$ cat config.mk
export PLATFORM = sky130hd
export DESIGN_NAME = seq_alu
export DESIGN_NICKNAME = d
export VERILOG_FILES = /design/src/rtl/seq_alu.sv
export SDC_FILE = /design/constraint.sdc
export NUM_CORES = 1
export LEC_CHECK = 0
export ABC_AREA = 1
export CAP_MARGIN = 20
export CORE_UTILIZATION = 45
export DETAILED_ROUTE_END_ITERATION = 10
export PLACE_DENSITY = 0.62
export SKIP_LAST_GASP = 1
export SYNTH_ARGS = -nofsm -noshare
export SYNTH_HDL_FRONTEND = slang
export SYNTH_SLANG_ARGS = --single-unit
$ cat constraint.sdc
create_clock -name clk -period 6.4 [get_ports clk]
set_input_delay 1.28 -clock clk [delete_from_list [all_inputs] [get_ports clk]]
set_output_delay 1.28 -clock clk [all_outputs]
set_load 0.01 [all_outputs]
$ cat src/rtl/seq_alu.sv
// seq_alu: multi-cycle accumulator ALU with registered N/Z/C/V flags.
// Single-cycle ops commit on the accept edge; shifts step one bit per cycle; MUL is a WIDTH-cycle shift-add.
module seq_alu #(
  parameter int WIDTH = 8,
  parameter int SHW   = $clog2(WIDTH)
) (
  input  logic             clk,
  input  logic             reset_n,
  input  logic             start,
  input  logic [7:0]       opcode,
  input  logic [WIDTH-1:0] mdr,
  input  logic [WIDTH-1:0] value,
  output logic             ready,
  output logic             done,
  output logic             illegal,
  output logic [WIDTH-1:0] ac,
  output logic             nflg,
  output logic             zflg,
  output logic             cflg,
  output logic             vflg
);
  localparam int CW = SHW + 1;
  localparam logic [7:0] OP_LOAD = 8'h01, OP_LOADI = 8'h02, OP_ADD = 8'h05, OP_ADDI = 8'h06;
  localparam logic [7:0] OP_SUB  = 8'h07, OP_SUBI  = 8'h08, OP_NEG = 8'h09, OP_NOT  = 8'h0A;
  localparam logic [7:0] OP_AND  = 8'h0B, OP_OR    = 8'h0C, OP_XOR = 8'h0D, OP_SHL  = 8'h0E;
  localparam logic [7:0] OP_SHR  = 8'h0F, OP_ASR   = 8'h15, OP_MUL = 8'h16, OP_CMP  = 8'h17;

  typedef enum logic [1:0] {IDLE, SHIFT, MUL} state_t;
  typedef enum logic [1:0] {SH_L, SH_R, SH_A} shdir_t;

  state_t             state, state_n;
  shdir_t             sh_dir, sh_dir_n;
  logic [CW-1:0]      cnt;
  logic [WIDTH-1:0]   mcand, mplr;
  logic               msign;
  logic [2*WIDTH-1:0] prod;

  logic [WIDTH-1:0]   opnd, res, sh_res, ac_abs, mdr_abs;
  logic [WIDTH:0]     add_ext, sub_ext, mul_sum;
  logic [2*WIDTH-1:0] prod_step, prod_fin;
  logic [SHW-1:0]     sh_cnt;
  logic               sh_c, c_res, v_res, wr_ac, wr_flg, commit, bad, sh_go, mul_go;

  assign ready     = (state == IDLE);
  assign opnd      = (opcode == OP_ADDI || opcode == OP_SUBI) ? value : mdr;
  assign add_ext   = {1'b0, ac} + {1'b0, opnd};
  assign sub_ext   = {1'b0, ac} - {1'b0, opnd};
  assign sh_cnt    = value[SHW-1:0];
  assign ac_abs    = ac[WIDTH-1] ? -ac : ac;
  assign mdr_abs   = mdr[WIDTH-1] ? -mdr : mdr;
  // Multiplier LSB-first: add at the top half, then shift the whole product right.
  assign mul_sum   = {1'b0, prod[2*WIDTH-1:WIDTH]} + (mplr[0] ? {1'b0, mcand} : '0);
  assign prod_step = {mul_sum, prod[WIDTH-1:1]};
  assign prod_fin  = msign ? -prod_step : prod_step;

  always_comb begin
    sh_res = {ac[WIDTH-2:0], 1'b0};
    sh_c   = ac[WIDTH-1];
    if (sh_dir == SH_R) begin
      sh_res = {1'b0, ac[WIDTH-1:1]};
      sh_c   = ac[0];
    end else if (sh_dir == SH_A) begin
      sh_res = {ac[WIDTH-1], ac[WIDTH-1:1]};
      sh_c   = ac[0];
    end
  end

  always_ff @(posedge clk) begin
    if (!reset_n) state <= IDLE;
    else          state <= state_n;
  end

  always_comb begin
    state_n  = state;
    sh_dir_n = sh_dir;
    res      = ac;
    c_res    = cflg;
    v_res    = 1'b0;
    wr_ac    = 1'b0;
    wr_flg   = 1'b0;
    commit   = 1'b0;
    bad      = 1'b0;
    sh_go    = 1'b0;
    mul_go   = 1'b0;
    case (state)
      IDLE: if (start) begin
        commit = 1'b1;
        wr_ac  = 1'b1;
        wr_flg = 1'b1;
        case (opcode)
          OP_LOAD:  res = mdr;
          OP_LOADI: res = value;
          OP_ADD, OP_ADDI: begin
            res   = add_ext[WIDTH-1:0];
            c_res = add_ext[WIDTH];
            v_res = (ac[WIDTH-1] == opnd[WIDTH-1]) && (add_ext[WIDTH-1] != ac[WIDTH-1]);
          end
          OP_SUB, OP_SUBI, OP_CMP: begin
            res   = sub_ext[WIDTH-1:0];
            c_res = sub_ext[WIDTH];
            v_res = (ac[WIDTH-1] != opnd[WIDTH-1]) && (sub_ext[WIDTH-1] != ac[WIDTH-1]);
            wr_ac = (opcode != OP_CMP);
          end
          OP_NEG: begin
            res   = -mdr;
            v_res = (mdr == {1'b1, {(WIDTH-1){1'b0}}});
          end
          OP_NOT: res = ~mdr;
          OP_AND: res = ac & mdr;
          OP_OR:  res = ac | mdr;
          OP_XOR: res = ac ^ mdr;
          OP_SHL, OP_SHR, OP_ASR: if (sh_cnt != '0) begin
            commit   = 1'b0;
            wr_ac    = 1'b0;
            wr_flg   = 1'b0;
            sh_go    = 1'b1;
            state_n  = SHIFT;
            sh_dir_n = (opcode == OP_SHL) ? SH_L : (opcode == OP_SHR) ? SH_R : SH_A;
          end
          OP_MUL: begin
            commit  = 1'b0;
            wr_ac   = 1'b0;
            wr_flg  = 1'b0;
            mul_go  = 1'b1;
            state_n = MUL;
          end
          default: begin
            wr_ac  = 1'b0;
            wr_flg = 1'b0;
            bad    = 1'b1;
          end
        endcase
      end
      SHIFT: begin
        res   = sh_res;
        c_res = sh_c;
        wr_ac = 1'b1;
        if (cnt == CW'(1)) begin
          wr_flg  = 1'b1;
          commit  = 1'b1;
          state_n = IDLE;
        end
      end
      MUL: if (cnt == CW'(1)) begin
        res     = prod_fin[WIDTH-1:0];
        v_res   = !((&prod_fin[2*WIDTH-1:WIDTH-1]) || (~|prod_fin[2*WIDTH-1:WIDTH-1]));
        wr_ac   = 1'b1;
        wr_flg  = 1'b1;
        commit  = 1'b1;
        state_n = IDLE;
      end
      default: state_n = IDLE;
    endcase
  end

  always_ff @(posedge clk) begin
    if (!reset_n) begin
      ac      <= '0;
      nflg    <= 1'b0;
      zflg    <= 1'b1;
      cflg    <= 1'b0;
      vflg    <= 1'b0;
      done    <= 1'b0;
      illegal <= 1'b0;
      cnt     <= '0;
      sh_dir  <= SH_L;
      mcand   <= '0;
      mplr    <= '0;
      msign   <= 1'b0;
      prod    <= '0;
    end else begin
      done    <= commit;
      illegal <= bad;
      sh_dir  <= sh_dir_n;
      if (wr_ac) ac <= res;
      if (wr_flg) begin
        nflg <= res[WIDTH-1];
        zflg <= (res == '0);
        cflg <= c_res;
        vflg <= v_res;
      end
      if (sh_go)             cnt <= CW'(sh_cnt);
      else if (mul_go)       cnt <= CW'(WIDTH);
      else if (state != IDLE) cnt <= cnt - CW'(1);
      if (mul_go) begin
        mcand <= ac_abs;
        mplr  <= mdr_abs;
        msign <= ac[WIDTH-1] ^ mdr[WIDTH-1];
        prod  <= '0;
      end else if (state == MUL) begin
        prod <= prod_step;
        mplr <= mplr >> 1;
      end
    end
  end
endmodule

The clock network:
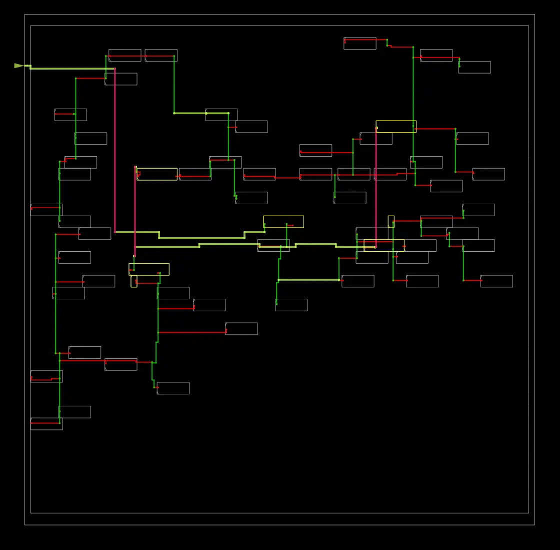
Latency at later pin: 300 ps
Worst Skew: 8.08 ps
clock buffer count: 7
CTS Sinks: 54
registers: 54

Drive-strength map:
Bar = 20 µm.
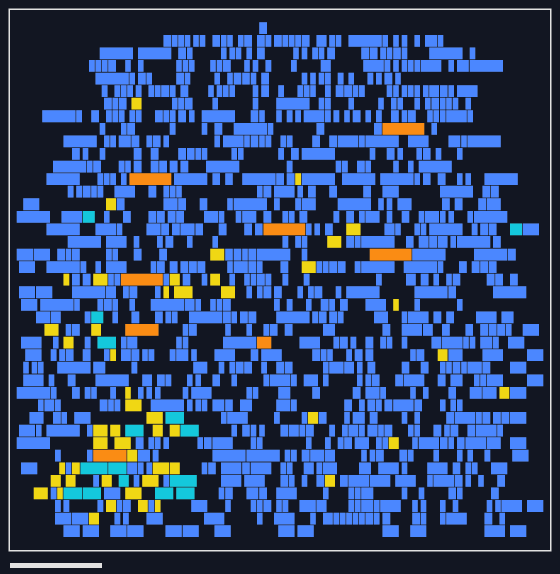
[x1 and smaller] blue | cells: 923 | share: 93% | most used: nand2_1
[x2] yellow | cells: 49 | share: 4.9% | most used: nand2_2
[x6 and larger] orange | cells: 8 | share: 0.80% | most used: clkbuf_16
[x3 and x4] cyan | cells: 15 | share: 1.5% | most used: nor2_4

M4 wires:
Bar = 20 µm.
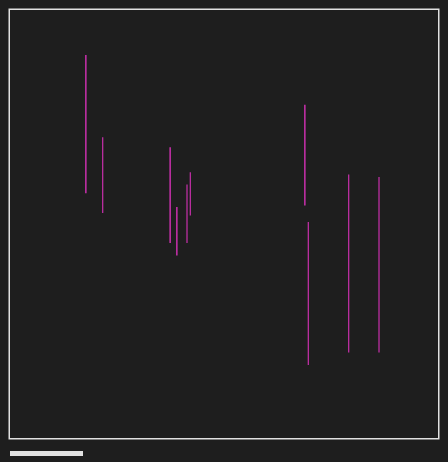
nets with wire on the layer: 9
longest straight run: 48.3 µm
share of all routed wire: 1.6%
main direction: vertical
wire length on this layer: 286 µm

Pin placement:
Pins as bars across the die edge, other pins in gray.
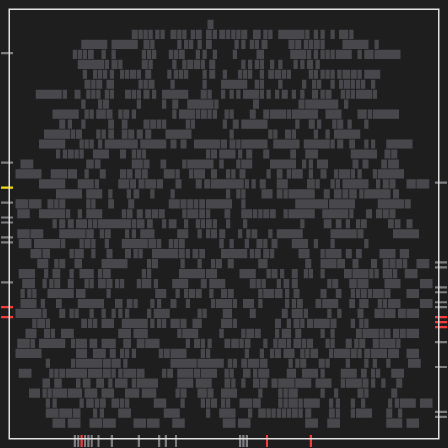
[zflg] yellow | pins: 1 | direction: output | edge: west
[value] red | pins: 8 | direction: input | edge: 3 south, 3 east, 2 west

-- cell usage after synthesis, types with 4 or more instances --
cell / instances
a21oi_2: 6
a31oi_1: 8
a221oi_1: 7
buf_2: 7
nand3_1: 72
nand4_1: 12
nor2_1: 85
clkinv_1: 4
nor3_1: 8
inv_2: 9
dfxtp_1: 54
ha_1: 52
o21ai_0: 59
or2_2: 6
inv_1: 134
nand2_1: 237
clkbuf_1: 17
xor2_1: 11
o211ai_1: 9
nand2_2: 10
nor2_4: 6
o21ai_1: 13
a21oi_1: 86
nor2_2: 6
-- metal layers --
metal	share of wire, %	up-vias	global-route usage (%)
li1	-	3233	-
met1	50	2910	40.7
met2	43	190	42.8
met3	5.5	21	3.50
met4	1.6	0	6.33
met5	0	-	0
-- worst paths after layout --
check,startpoint,cells past startpoint,to
max,opcode[0],28,zflg
min,mplr[7],2,mplr[7]
max reg2reg,mplr[0],21,vflg
min reg2reg,mplr[7],2,mplr[7]
-- metrics by stage --
step | setup slack (ps) | util (%)
floorplan | 2140 | -
global placement | 1380 | 50.6
detailed placement | 1290 | 50.6
CTS | 1590 | 51.6
global route | 1140 | 51.6
finish | 1580 | 51.6
-- worst max-delay path, cell delays in order --
cell,delay (ps)
clkdlybuf4s50_1,590
inv_2,90
nand2_2,100
clkinv_2,100
nand2_4,100
nor2_8,50
inv_1,70
nand2_1,280
o21ai_0,420
ha_1,240
inv_1,50
fa_1,410
inv_1,70
nand2_1,60
nand2_1,60
a21oi_1,60
or2_2,280
nand3_1,80
nand2_1,60
nor2_1,80
nand3_1,70
nand2_1,60
nand2_1,60
nand2_1,80
nand2_1,50
nor2_1,80
nand3_1,80
nand2_1,60
-- flip-flops by register name (all words and copies together), names as in the netlist --
| name | count |
|---|---|
| vflg | 1 |
| ac | 8 |
| cflg | 1 |
| mplr | 8 |
| state | 2 |
| zflg | 1 |
| sh_dir | 2 |
| illegal | 1 |
| done | 1 |
| msign | 1 |
| prod | 15 |
| mcand | 8 |
| nflg | 1 |
| cnt | 4 |
-- layout make-up --
cell class                      instances  share of cell area (%)
Clock buffer                            7                    2.02
Inverter                              150                    8.70
Multi-Input combinational cell        740                    63.0
Sequential cell                        54                    16.5
Tap cell                              172                    3.28
Timing Repair Buffer                   44                    6.59
-- cells in the final DEF (no fill, tap or decap), types with 4 or more instances in the layout --
cell             synthesis  routed
nor3_1                   8       8
nor2_2                   6       6
nand3_1                 72      72
dfxtp_1                 54      54
nand2_2                 10      10
a221oi_1                 7       7
or2_2                    6       6
o211ai_1                 9       9
nand4_1                 12      12
xor2_1                  11      11
inv_2                    9       9
a31oi_1                  8       8
clkdlybuf4s50_1          0      41
inv_1                  134     134
nor2_1                  85      85
clkbuf_16                0       5
ha_1                    52      52
nand2_1                237     237
o21ai_1                 13      13
clkinv_1                 4       4
a21oi_1                 86      86
a21oi_2                  6       6
o21ai_0                 59      59
nor2_4                   6       6
-- power by group --
part	leakage [nW]	internal [W]	total, W	switching, W
sequential	0.436	0.000340	0.000350	0.00000978
clock	0.0640	0.000144	0.000268	0.000124
combinational	2.70	0.0000602	0.000164	0.000104
total	3.20	0.000544	0.000782	0.000238
==> ci_impl_report.md <==
### Metrics collected by this job

| Metric | Value |
|---|---|
| DR iter-0 viols | `528` |
| GRT Resource Usage Total | `27.7%` |
| H-tree depth | `2` |
| Biggest area cells | `dfxtp_1 (18%), nand2_1 (15%), ha_1 (11%), inv_1 (8.5%), a21oi_1 (7.3%)` |
| Reg2Reg Setup Slack | `3470 ps` |
| Crit Path Max Fanout | `16` |
| Cells after DPL | `1,160` |
| Fill cell total of the finished layout | `1,403` |
| Tot Pwr | `0.000782 W` |
| Yosys synthesis chip area | `5930 µm²` |
| DPL Wire Length | `14.0 mm` |
| Floorplan Nets | `1,055` |
| Core ar. | `12,700 µm²` |
| Adder Area Share | `12.0%` |
| Yosys simple share | `35.3%` |
| Crit share post-route | `75.3%` |
| Num CTS Buffers | `5` |
| Chip area | `13,600 µm²` |
| Crit start category | `primary input` |
| FP Core Util | `46.6%` |
| Post-synth seq share | `18.2%` |
| Via count | `6,354` |
| CTS Root Cell | `clkbuf_16` |
| XOR/XNOR share of the synthesized area | `1.77%` |
| HP Class | `flip-flop to flip-flop` |
| VDD IR max | `0.0898 mV` |
| Leak pwr | `3.20 nW` |
| Clock tree buffer depth | `2` |
| Max-slew headroom | `49.3%` |
| Antenna violations before repair | `0` |
| Setup Viol. Count Final | `0` |
| OpenROAD warnings | `48` |
| Mean Syn Cell Area | `6.10 µm²` |
| Pin slew with the least headroom to its limit | `760 ps` |
| CTS clk-pin slew, worst paths | `70 ps` |
| CTS Hold Bufs | `0` |
| Dominant comb cell | `simple AND/OR/NAND/NOR gates` |
| Area growth from synthesis to layout | `10.7%` |
| Run status | `finished, final reports clean` |
| Hold Worst Slack | `468 ps` |
| Clock period minus worst slack | `4820 ps` |
| Yosys warnings | `0` |
| IO Pins | `42` |
| DR pass1 iterations | `5` |
| Max Clock Freq | `207 MHz` |
| Gate Count Post-Synth | `973` |
| Via density | `5.44` |
| FFs w/ async S/R, synth | `0%` |
| WS Path Type | `primary input to flip-flop` |
| Die W | `117 µm` |
| Pins Over Slew Limit | `0` |
| Netlist Area Pre-Place | `5930 µm²` |
| Most area-hungry cell type in the Yosys netlist | `dfxtp_1` |
| First-pass GRT wire length | `29.3 mm` |
| Logic area | `4140 µm²` |
| Design area | `6570 µm²` |
| Post-DR wirelength/cell | `15.5 µm` |
| Critical Path End Type | `flip-flop` |
| ANT cells | `0` |
| CTS tree | `built` |
| Drt drc | `0` |
| Yosys cell types | `59` |
| RePlAce Congestion | `0.943` |
| Number of synthesized register bits | `54` |
| Count of input and output buffers | `41` |
| Reg area | `1080 µm²` |
| WL final | `18.1 mm` |
| Crit path arrival time | `5060 ps` |
| Final Hold Viols | `0` |
No activity file was given, so power comes from the tool's default toggle rates.
